`config.mk`:
```
export PLATFORM = sky130hd
export DESIGN_NAME = multicycle_ctrl_flat
export DESIGN_NICKNAME = d
export VERILOG_FILES = /design/src/rtl/multicycle_ctrl_if.sv /design/src/rtl/multicycle_ctrl.sv /design/src/flat_wrapper.sv
export SDC_FILE = /design/constraint.sdc
export NUM_CORES = 1
export LEC_CHECK = 0
export CORE_MARGIN = 2
export CORE_UTILIZATION = 30
export DETAILED_ROUTE_END_ITERATION = 7
export PLACE_DENSITY = 0.72
export SLEW_MARGIN = 20
export SYNTH_ARGS = -nofsm -noshare
export SYNTH_HDL_FRONTEND = slang
export SYNTH_SLANG_ARGS = --single-unit
export TNS_END_PERCENT = 50
```
`constraint.sdc`:
```
create_clock -name clk -period 2.2 [get_ports clk]
set_input_delay 0.33 -clock clk [delete_from_list [all_inputs] [get_ports clk]]
set_output_delay 0.33 -clock clk [all_outputs]
set_load 0.01 [all_outputs]
```
`src/rtl/multicycle_ctrl_if.sv`:
```
// Control bus between the multicycle controller (master) and the datapath/memory (slave).
// The controller drives the strobes, selects, illegal and state; the datapath returns opcode, branch_cond and mem_ready.
interface multicycle_ctrl_if;
  logic [6:0] opcode;
  logic       branch_cond;
  logic       mem_ready;
  logic       pc_write;
  logic       ir_write;
  logic       adr_src;
  logic       mem_write;
  logic       reg_write;
  logic [1:0] result_src;
  logic [1:0] alu_src_a;
  logic [1:0] alu_src_b;
  logic [1:0] alu_op;
  logic       illegal;
  logic [3:0] state;

  modport master (
    input  opcode, branch_cond, mem_ready,
    output pc_write, ir_write, adr_src, mem_write, reg_write,
    output result_src, alu_src_a, alu_src_b, alu_op, illegal, state
  );

  modport slave (
    output opcode, branch_cond, mem_ready,
    input  pc_write, ir_write, adr_src, mem_write, reg_write,
    input  result_src, alu_src_a, alu_src_b, alu_op, illegal, state
  );
endinterface

```
`src/rtl/multicycle_ctrl.sv`:
```
// Moore FSM sequencing a multicycle RV32I-style datapath; all outputs decode from the current state.
// Memory waits stall in FETCH/MEMREAD/MEMWRITE until mem_ready; an unsupported opcode parks in TRAP until reset.
module multicycle_ctrl (
  input  logic             clk,
  input  logic             reset,
  multicycle_ctrl_if.master bus
);

  localparam logic [3:0] S_FETCH    = 4'd0;
  localparam logic [3:0] S_DECODE   = 4'd1;
  localparam logic [3:0] S_MEMADR   = 4'd2;
  localparam logic [3:0] S_MEMREAD  = 4'd3;
  localparam logic [3:0] S_MEMWB    = 4'd4;
  localparam logic [3:0] S_MEMWRITE = 4'd5;
  localparam logic [3:0] S_EXECR    = 4'd6;
  localparam logic [3:0] S_EXECI    = 4'd7;
  localparam logic [3:0] S_ALUWB    = 4'd8;
  localparam logic [3:0] S_BRANCH   = 4'd9;
  localparam logic [3:0] S_JAL      = 4'd10;
  localparam logic [3:0] S_JALR     = 4'd11;
  localparam logic [3:0] S_LUI      = 4'd12;
  localparam logic [3:0] S_AUIPC    = 4'd13;
  localparam logic [3:0] S_TRAP     = 4'd14;

  localparam logic [6:0] OP_LOAD   = 7'b0000011;
  localparam logic [6:0] OP_STORE  = 7'b0100011;
  localparam logic [6:0] OP_RTYPE  = 7'b0110011;
  localparam logic [6:0] OP_ITYPE  = 7'b0010011;
  localparam logic [6:0] OP_BRANCH = 7'b1100011;
  localparam logic [6:0] OP_JAL    = 7'b1101111;
  localparam logic [6:0] OP_JALR   = 7'b1100111;
  localparam logic [6:0] OP_LUI    = 7'b0110111;
  localparam logic [6:0] OP_AUIPC  = 7'b0010111;

  localparam logic [1:0] A_PC    = 2'b00;
  localparam logic [1:0] A_OLDPC = 2'b01;
  localparam logic [1:0] A_RS1   = 2'b10;
  localparam logic [1:0] A_ZERO  = 2'b11;

  localparam logic [1:0] B_RS2   = 2'b00;
  localparam logic [1:0] B_IMM   = 2'b01;
  localparam logic [1:0] B_FOUR  = 2'b10;

  localparam logic [1:0] OPC_ADD   = 2'b00;
  localparam logic [1:0] OPC_CMP   = 2'b01;
  localparam logic [1:0] OPC_FUNCT = 2'b10;

  localparam logic [1:0] RES_ALUOUT = 2'b00;
  localparam logic [1:0] RES_MEM    = 2'b01;
  localparam logic [1:0] RES_ALU    = 2'b10;

  logic [3:0] state_q, state_d;
  logic       illegal_q, illegal_d;

  logic       pc_write_raw;
  logic       ir_write_raw;
  logic       mem_write_raw;
  logic       reg_write_raw;

  // Next-state logic; opcode and branch_cond are only looked at in the states that consume them.
  always_comb begin
    state_d   = S_FETCH;
    illegal_d = illegal_q;
    case (state_q)
      S_FETCH:    state_d = bus.mem_ready ? S_DECODE : S_FETCH;
      S_DECODE: begin
        case (bus.opcode)
          OP_LOAD,
          OP_STORE:  state_d = S_MEMADR;
          OP_RTYPE:  state_d = S_EXECR;
          OP_ITYPE:  state_d = S_EXECI;
          OP_BRANCH: state_d = S_BRANCH;
          OP_JAL:    state_d = S_JAL;
          OP_JALR:   state_d = S_JALR;
          OP_LUI:    state_d = S_LUI;
          OP_AUIPC:  state_d = S_AUIPC;
          default:   state_d = S_TRAP;
        endcase
      end
      S_MEMADR:   state_d = bus.opcode[5] ? S_MEMWRITE : S_MEMREAD;
      S_MEMREAD:  state_d = bus.mem_ready ? S_MEMWB : S_MEMREAD;
      S_MEMWB:    state_d = S_FETCH;
      S_MEMWRITE: state_d = bus.mem_ready ? S_FETCH : S_MEMWRITE;
      S_EXECR:    state_d = S_ALUWB;
      S_EXECI:    state_d = S_ALUWB;
      S_ALUWB:    state_d = S_FETCH;
      S_BRANCH:   state_d = S_FETCH;
      S_JAL:      state_d = S_ALUWB;
      S_JALR:     state_d = S_JAL;
      S_LUI:      state_d = S_ALUWB;
      S_AUIPC:    state_d = S_ALUWB;
      S_TRAP:     state_d = S_TRAP;
      default:    state_d = S_FETCH;
    endcase
    if (state_d == S_TRAP) begin
      illegal_d = 1'b1;
    end
  end

  always_ff @(posedge clk or posedge reset) begin
    if (reset) begin
      state_q   <= S_FETCH;
      illegal_q <= 1'b0;
    end else begin
      state_q   <= state_d;
      illegal_q <= illegal_d;
    end
  end

  // Moore output decode; unlisted outputs stay at their zero default.
  always_comb begin
    pc_write_raw   = 1'b0;
    ir_write_raw   = 1'b0;
    mem_write_raw  = 1'b0;
    reg_write_raw  = 1'b0;
    bus.adr_src    = 1'b0;
    bus.result_src = RES_ALUOUT;
    bus.alu_src_a  = A_PC;
    bus.alu_src_b  = B_RS2;
    bus.alu_op     = OPC_ADD;
    case (state_q)
      S_FETCH: begin
        bus.alu_src_b  = B_FOUR;
        bus.result_src = RES_ALU;
        ir_write_raw   = bus.mem_ready;
        pc_write_raw   = bus.mem_ready;
      end
      S_DECODE: begin
        bus.alu_src_a = A_OLDPC;
        bus.alu_src_b = B_IMM;
      end
      S_MEMADR: begin
        bus.alu_src_a = A_RS1;
        bus.alu_src_b = B_IMM;
      end
      S_MEMREAD: bus.adr_src = 1'b1;
      S_MEMWB: begin
        bus.result_src = RES_MEM;
        reg_write_raw  = 1'b1;
      end
      S_MEMWRITE: begin
        bus.adr_src   = 1'b1;
        mem_write_raw = 1'b1;
      end
      S_EXECR: begin
        bus.alu_src_a = A_RS1;
        bus.alu_src_b = B_RS2;
        bus.alu_op    = OPC_FUNCT;
      end
      S_EXECI: begin
        bus.alu_src_a = A_RS1;
        bus.alu_src_b = B_IMM;
        bus.alu_op    = OPC_FUNCT;
      end
      S_ALUWB: reg_write_raw = 1'b1;
      S_BRANCH: begin
        bus.alu_src_a = A_RS1;
        bus.alu_src_b = B_RS2;
        bus.alu_op    = OPC_CMP;
        pc_write_raw  = bus.branch_cond;
      end
      S_JAL: begin
        // PC takes the target already in ALUOut while OldPC+4 is computed as the link value.
        bus.alu_src_a = A_OLDPC;
        bus.alu_src_b = B_FOUR;
        pc_write_raw  = 1'b1;
      end
      S_JALR: begin
        bus.alu_src_a = A_RS1;
        bus.alu_src_b = B_IMM;
      end
      S_LUI: begin
        bus.alu_src_a = A_ZERO;
        bus.alu_src_b = B_IMM;
      end
      S_AUIPC: begin
        bus.alu_src_a = A_OLDPC;
        bus.alu_src_b = B_IMM;
      end
      default: ;
    endcase
  end

  // Strobes are gated by reset directly so nothing commits while reset is held, even in FETCH.
  assign bus.pc_write  = pc_write_raw  & ~reset;
  assign bus.ir_write  = ir_write_raw  & ~reset;
  assign bus.mem_write = mem_write_raw & ~reset;
  assign bus.reg_write = reg_write_raw & ~reset;
  assign bus.illegal   = illegal_q;
  assign bus.state     = state_q;

endmodule

```
`src/flat_wrapper.sv`:
```
// flat-port wrapper written by rule: the top's interface ports become plain ports
module multicycle_ctrl_flat 
  (clk, reset, bus_opcode, bus_branch_cond, bus_mem_ready, bus_pc_write, bus_ir_write, bus_adr_src, bus_mem_write, bus_reg_write, bus_result_src, bus_alu_src_a, bus_alu_src_b, bus_alu_op, bus_illegal, bus_state);
  multicycle_ctrl_if bus_i ();
  input  logic clk;
  input  logic reset;
  input wire logic [$bits(bus_i.opcode)-1:0] bus_opcode;
  input wire logic [$bits(bus_i.branch_cond)-1:0] bus_branch_cond;
  input wire logic [$bits(bus_i.mem_ready)-1:0] bus_mem_ready;
  output wire logic [$bits(bus_i.pc_write)-1:0] bus_pc_write;
  output wire logic [$bits(bus_i.ir_write)-1:0] bus_ir_write;
  output wire logic [$bits(bus_i.adr_src)-1:0] bus_adr_src;
  output wire logic [$bits(bus_i.mem_write)-1:0] bus_mem_write;
  output wire logic [$bits(bus_i.reg_write)-1:0] bus_reg_write;
  output wire logic [$bits(bus_i.result_src)-1:0] bus_result_src;
  output wire logic [$bits(bus_i.alu_src_a)-1:0] bus_alu_src_a;
  output wire logic [$bits(bus_i.alu_src_b)-1:0] bus_alu_src_b;
  output wire logic [$bits(bus_i.alu_op)-1:0] bus_alu_op;
  output wire logic [$bits(bus_i.illegal)-1:0] bus_illegal;
  output wire logic [$bits(bus_i.state)-1:0] bus_state;
  assign bus_i.opcode = bus_opcode;
  assign bus_i.branch_cond = bus_branch_cond;
  assign bus_i.mem_ready = bus_mem_ready;
  assign bus_pc_write = bus_i.pc_write;
  assign bus_ir_write = bus_i.ir_write;
  assign bus_adr_src = bus_i.adr_src;
  assign bus_mem_write = bus_i.mem_write;
  assign bus_reg_write = bus_i.reg_write;
  assign bus_result_src = bus_i.result_src;
  assign bus_alu_src_a = bus_i.alu_src_a;
  assign bus_alu_src_b = bus_i.alu_src_b;
  assign bus_alu_op = bus_i.alu_op;
  assign bus_illegal = bus_i.illegal;
  assign bus_state = bus_i.state;
  multicycle_ctrl u_core (.clk(clk), .reset(reset), .bus(bus_i));
endmodule
```
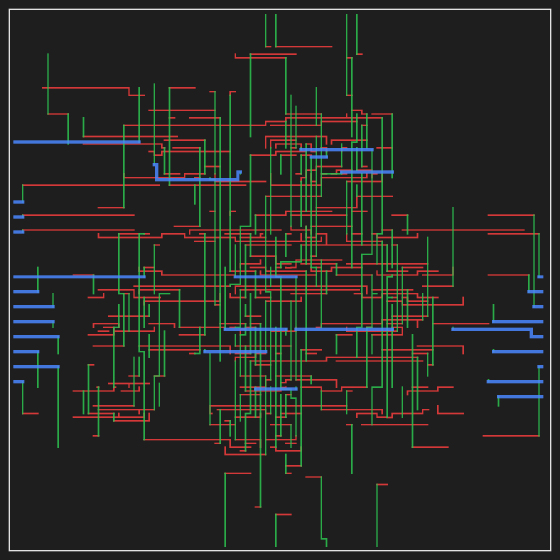
(run_1/layers.png)
layer	color	wire length
M3	blue	124 um
M2	green	833 um
M1	red	816 um

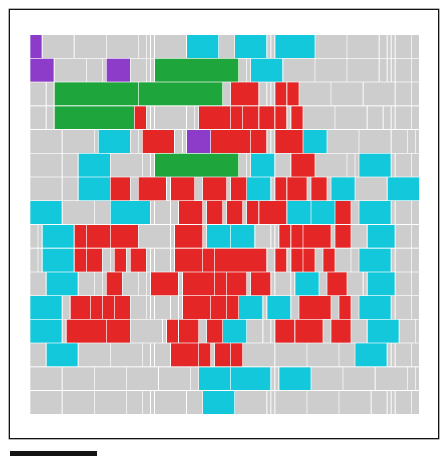
(run_1/class_map.png)
The bar under the picture is 10 um long. Fill, decap, tap and diode cells in gray.
class	color	cells	share of their area
remaining buffers and delay cells	cyan	40	38%
remaining logic cells	red	76	47%
clock drivers and dummy loads	purple	4	2.6%
registers	green	5	13%

==> deck_impl_summary.md, run 1 <==
Implementation Results

Status
  • Status: complete, no violations

Pwr
  • Sequential power: 0.000210 W
  • Internal power: between 0.0007 and 0.0008 W
  • Comb power frac: between 70% and 80%
  • Leakage: approximately 0.48 nW
  • Pwr Density: 1250 nW/um^2
  • Pwr Total: 0.00129 W

Synth
  • Main logic family after synthesis: simple AND/OR/NAND/NOR gates
  • Dominant Register Cell: dfrtp_1
  • Post-Syn Area per Cell: just over 7 um^2
  • Proportion of netlist area held by the largest area contributor: 20.5%
  • Ys flops: 5
  • Yosys synthesis chip area: ~610 um^2
  • Synthesized area: 609 um^2
  • Asr flop ratio synth: 100%
  • Top area cell types: dfrtp_1 21%, nor2_1 7.4%, nand2_1 5.5%, a21oi_1 4.1%, buf_4 3.7%
  • AO/OA Area Share: 30.2%

GRT
  • Grt peak-use layer: met2
  • GR Util met1: 20.6%
  • Global route overflow: 0
  • Met3 Use GR: 4.60%
  • Pin count of the biggest net entering global routing: 16

Setup path
  • Worst Setup EP: bus_ir_write
  • CP required: 1.87 ns
  • Reg2reg path depth: 7
  • Bufs and invs on worst path: 2
  • Kind of critical path: reg -> out
  • FF-to-FF End: u_core.bus.illegal$_DFFE_PP0N_
  • Worst reg2reg setup slack: about 0.48 ns

Layout
  • Non-clock buffering overhead: approximately 36%
  • Top cells excl fill/tap: 23 x clkdlybuf4s50_1, 12 x buf_4, 11 x nor2_1, 9 x nand2_1, 5 x a21oi_1
  • Multi-input combinational area share: 43.0%
  • # fillers: 200
  • ANT cells: 0
  • Area-dominant class: logic gates
  • Inverters: 6
  • Non-filler cells, final: 152
  • Highest-count logic cell in the final layout: clkdlybuf4s50_1
  • Fin area: 1030 um^2
  • Mi-comb count: 70

Route
  • Metal-1 WL: 815 um
  • Vias per cell: 5.12
  • Final wirelength: 1770 um
  • DR WL met3: around 120 um
  • Top Layer Used: met3

Place
  • Placed Cells: 148
  • GP Congestion: 0.808
  • Placed cell areas: 981 um^2

STA
  • Worst hold slack: approximately 0.46 ns
  • Final WS setup: approximately 0.086 ns
  • Min Tclk post-route: 2.11 ns
  • Setup TNS Final: 0 ns
  • Setup violators final: 0

CTS
  • Number of buffers created by CTS: 3
  • H-tree Lvls: 1
  • CTS root buf: clkbuf_4
  • CTS tree: done
  • # resized after CTS: 4

Floorplanning
  • Die width: 49.1 um
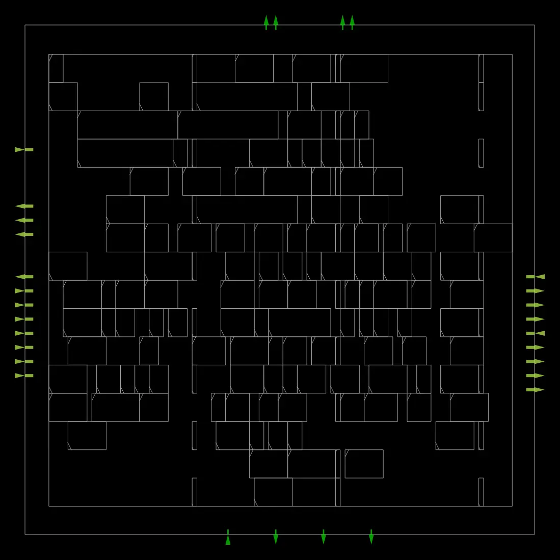
(run_1/placed.png)
number of sequential cells: 5
Rows: 16
Seq/total area: 12.6%
Core Util, Final: 53.1%
n_taps: 27

==> run 2: changes to the inputs <==
--- a/config.mk
+++ b/config.mk
@@ -8,7 +8,7 @@
 export CORE_MARGIN = 2
 export CORE_UTILIZATION = 30
 export DETAILED_ROUTE_END_ITERATION = 7
-export PLACE_DENSITY = 0.72
+export PLACE_DENSITY = 0.74
 export SLEW_MARGIN = 20
 export SYNTH_ARGS = -nofsm -noshare
 export SYNTH_HDL_FRONTEND = slang
==> constraint.sdc (replaced) <==
create_clock -name clk -period 1.8 [get_ports clk]
set_input_delay 0.27 -clock clk [delete_from_list [all_inputs] [get_ports clk]]
set_output_delay 0.27 -clock clk [all_outputs]
set_load 0.01 [all_outputs]
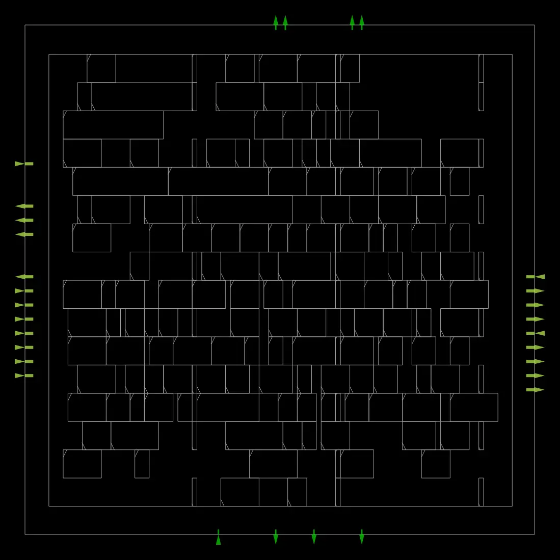
(run_2/placed.png)
# fillers: 196
core area: 1940 um^2
Seq/total area: 11.1%
Core Util, Final: 59.9%
non-filler cells, final: 169

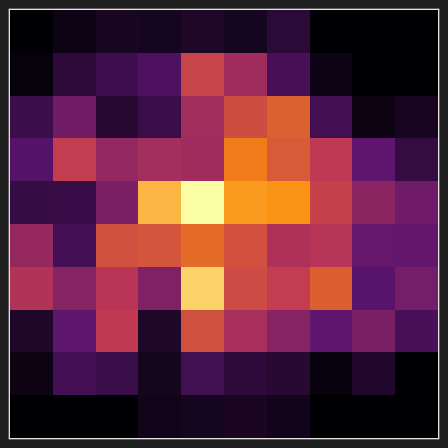
(run_2/route_heat.png)
10 x 10 tiles, from black (low) to pale yellow (high), scaled to the fullest tile. Values are wire area over tile area, all layers added.
mean over tiles	0.14
fullest tile	0.49
emptiest ninth of the die	north-east

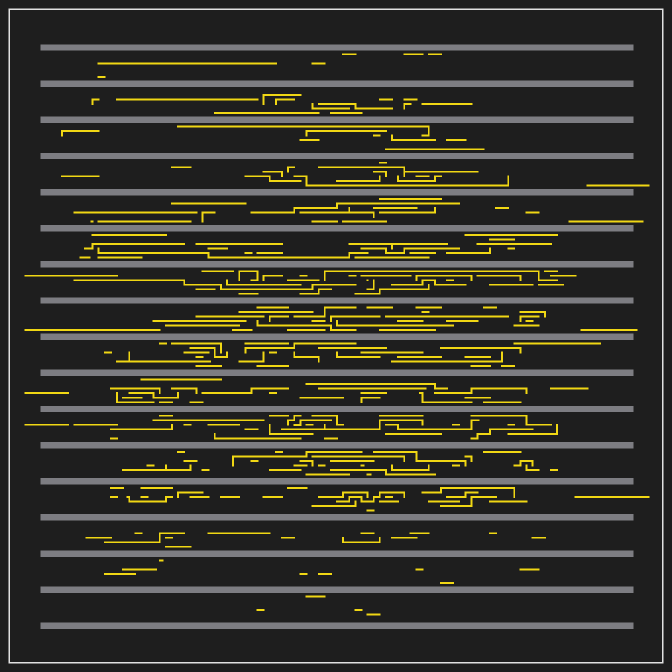
(run_2/m1.png)
Supply wires on this layer in gray.
nets with wire on the layer	137
longest straight run	18.9 um
wire length on this layer	940 um
main direction	horizontal
share of all routed wire	45%

==> deck_impl_summary.md, run 2 <==
Implementation Results

Synth
  • Ys flops: 5
  • Main logic family after synthesis: simple AND/OR/NAND/NOR gates
  • Asr flop ratio synth: 100%
  • AO/OA Area Share: 30.2%
  • Yosys synthesis chip area: roughly 610 um^2
  • Synthesized area: around 600 um^2
  • Adders+Majority by Area: 0%
  • Proportion of netlist area held by the largest area contributor: roughly a fifth
  • Dominant Register Cell: dfrtp_1
  • Post-Syn Area per Cell: ~7.1 um^2

CTS
  • CTS root buf: clkbuf_4
  • CTS tree: done
  • H-tree Lvls: 1
  • # resized after CTS: 27
  • Number of buffers created by CTS: 3

Pwr
  • Sequential power: around 0.00024 W
  • Leakage: around 0.57 nW
  • Pwr Density: 1550 nW/um^2
  • Pwr Total: 0.00180 W
  • Internal power: 0.00101 W
  • Comb power frac: 79.7%

Setup path
  • FF-to-FF End: u_core.bus.illegal$_DFFE_PP0N_
  • Worst reg2reg setup slack: 0.10 ns
  • CP required: 1.53 ns
  • Kind of critical path: reg -> out
  • Worst Setup EP: bus_adr_src
  • Reg2reg path depth: 8
  • Worst setup startpoint: u_core.bus.state[2]$_DFF_PP0_
  • Bufs and invs on worst path: 2

STA
  • Worst hold slack: 0.447 ns
  • RSZ-0062 raised after global routing: true
  • Setup TNS Final: -0.189 ns
  • Setup violators final: 2
  • Final WS setup: -0.183 ns
  • Min Tclk post-route: 1.98 ns

Floorplanning
  • Die width: about 49 um
  • N_taps: 27
  • Rows: 16

Route
  • DR WL met3: around 110 um
  • Final wirelength: between 2000 and 2500 um
  • Vias per cell: 5.15
  • Met2 wire length: 1040 um
  • Metal-1 WL: 940 um
  • DRC Markers: 0
  • Top Layer Used: met3

GRT
  • Met3 Use GR: 3.99%
  • GR Util met1: between 20% and 30%
  • Global route overflow: 0
  • Pin count of the biggest net entering global routing: 16
  • Vias in the first global route: 842
  • Grt peak-use layer: met2

Layout
  • Non-clock buffering overhead: approximately two fifths
  • Highest-count logic cell in the final layout: buf_4
  • Multi-input combinational area share: a little over 40%
  • Number of sequential cells: 5
  • Synth-to-layout area growth: 91.0%
  • Mi-comb count: 70
  • Nets: 154
  • Inverters: 6
  • Top cells excl fill/tap: 29 x buf_4, 16 x clkdlybuf4s50_1, 9 x nand2_1, 9 x nor2_1, 5 x a21oi_1
  • ANT cells: 0
  • Area-dominant class: logic gates
  • Fin area: 1160 um^2

Place
  • Placed Cells: 163
  • GP Congestion: 0.885
  • Placed cell areas: approximately 1100 um^2
  • Hpwl dp: 1620 um

Status
  • Status: complete, but fails checks
  • Violated checks: setup timing
==> run 3: changes to the inputs <==
--- a/config.mk
+++ b/config.mk
@@ -9,6 +9,7 @@
 export CORE_UTILIZATION = 30
 export DETAILED_ROUTE_END_ITERATION = 7
 export PLACE_DENSITY = 0.74
+export SKIP_CTS_REPAIR_TIMING = 1
 export SLEW_MARGIN = 20
 export SYNTH_ARGS = -nofsm -noshare
 export SYNTH_HDL_FRONTEND = slang
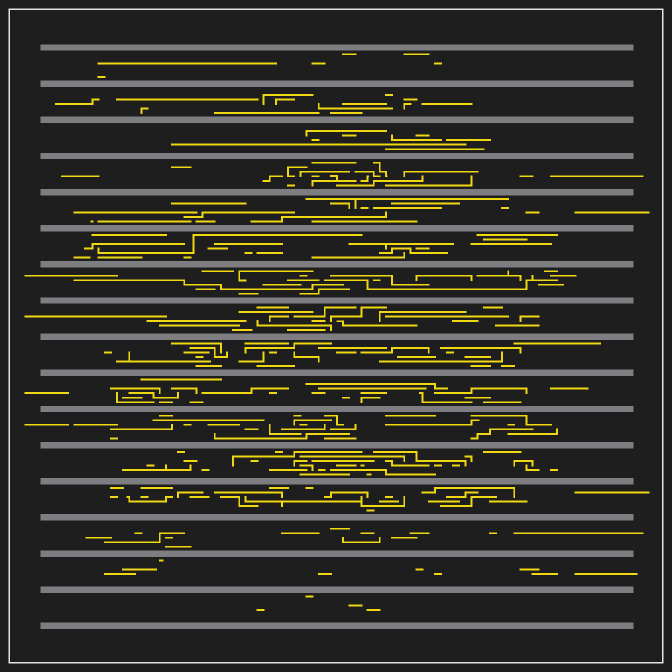
(run_3/m1.png)
Supply wires on this layer in gray.
wire length on this layer	939 um
nets with wire on the layer	137
main direction	horizontal

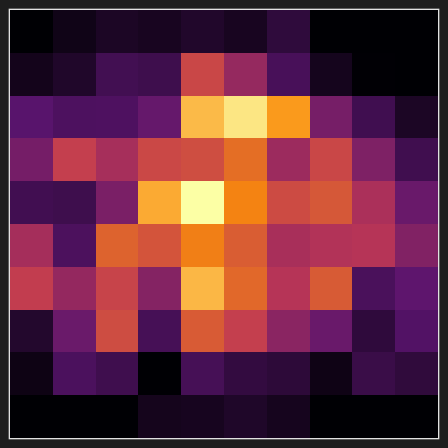
(run_3/route_heat.png)
10 x 10 tiles, from black (low) to pale yellow (high), scaled to the fullest tile. Values are wire area over tile area, all layers added.
emptiest ninth of the die	north-east
nearly empty tiles	13%
fullest tile	0.44
mean over tiles	0.13

==> deck_impl_summary.md, run 3 <==
Implementation Results

Setup path
  • Kind of critical path: reg -> out
  • Worst reg2reg setup slack: around 0.11 ns
  • Bufs and invs on worst path: 2
  • Worst setup startpoint: u_core.bus.state[2]$_DFF_PP0_

GRT
  • Grt peak-use layer: met2
  • GR Util met1: 20.9%
  • Global route overflow: 0
  • Vias in the first global route: 809
  • Pin count of the biggest net entering global routing: 16
  • Met3 Use GR: 3.68%

Place
  • Hpwl dp: between 1500 and 2000 um
  • GP Congestion: 0.885
  • Placed Cells: 163

Synth
  • Asr flop ratio synth: 100%
  • Yosys synthesis chip area: around 610 um^2
  • Top area cell types: dfrtp_1 21%, nor2_1 7.4%, nand2_1 5.5%, a21oi_1 4.1%, buf_4 3.7%
  • Dominant Register Cell: dfrtp_1
  • Main logic family after synthesis: simple AND/OR/NAND/NOR gates
  • Adders+Majority by Area: 0%
  • AO/OA Area Share: a little under a third
  • Ys flops: 5

CTS
  • H-tree Lvls: 1
  • Number of buffers created by CTS: 3
  • CTS tree: done

Pwr
  • Comb power frac: 79.7%
  • Pwr Total: 0.00180 W

Layout
  • Fin area: 1200 um^2
  • Nets: 153
  • Inverters: 6
  • Synth-to-layout area growth: 96.3%
  • Area-dominant class: non-clock buffers
  • Top cells excl fill/tap: 28 x buf_4, 16 x clkdlybuf4s50_1, 11 x dlymetal6s2s_1, 9 x nand2_1, 9 x nor2_1
  • ANT cells: 0

Route
  • DR WL met3: between 100 and 150 um
  • Vias per cell: around 5.1
  • Top Layer Used: met3
  • Met2 wire length: 1010 um

Floorplanning
  • Rows: 16
  • Core area: 1940 um^2

STA
  • Setup violators final: 2
  • Worst hold slack: between 0.4 and 0.5 ns
  • Setup TNS Final: -0.144 ns
  • Final WS setup: -0.138 ns

Status
  • Violated checks: setup timing
  • Status: complete, but fails checks
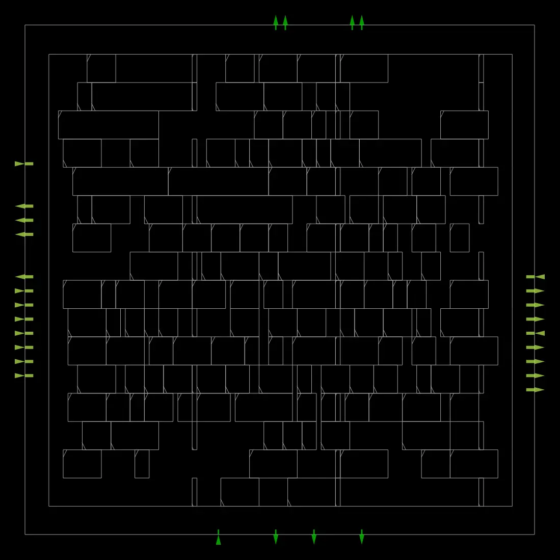
(run_3/placed.png)
non-filler cells, final: 168
Core Util, Final: 61.6%
Seq/total area: 10.8%
# fillers: 194

Power figures rest on the tool's default switching activity, not on a simulated workload.
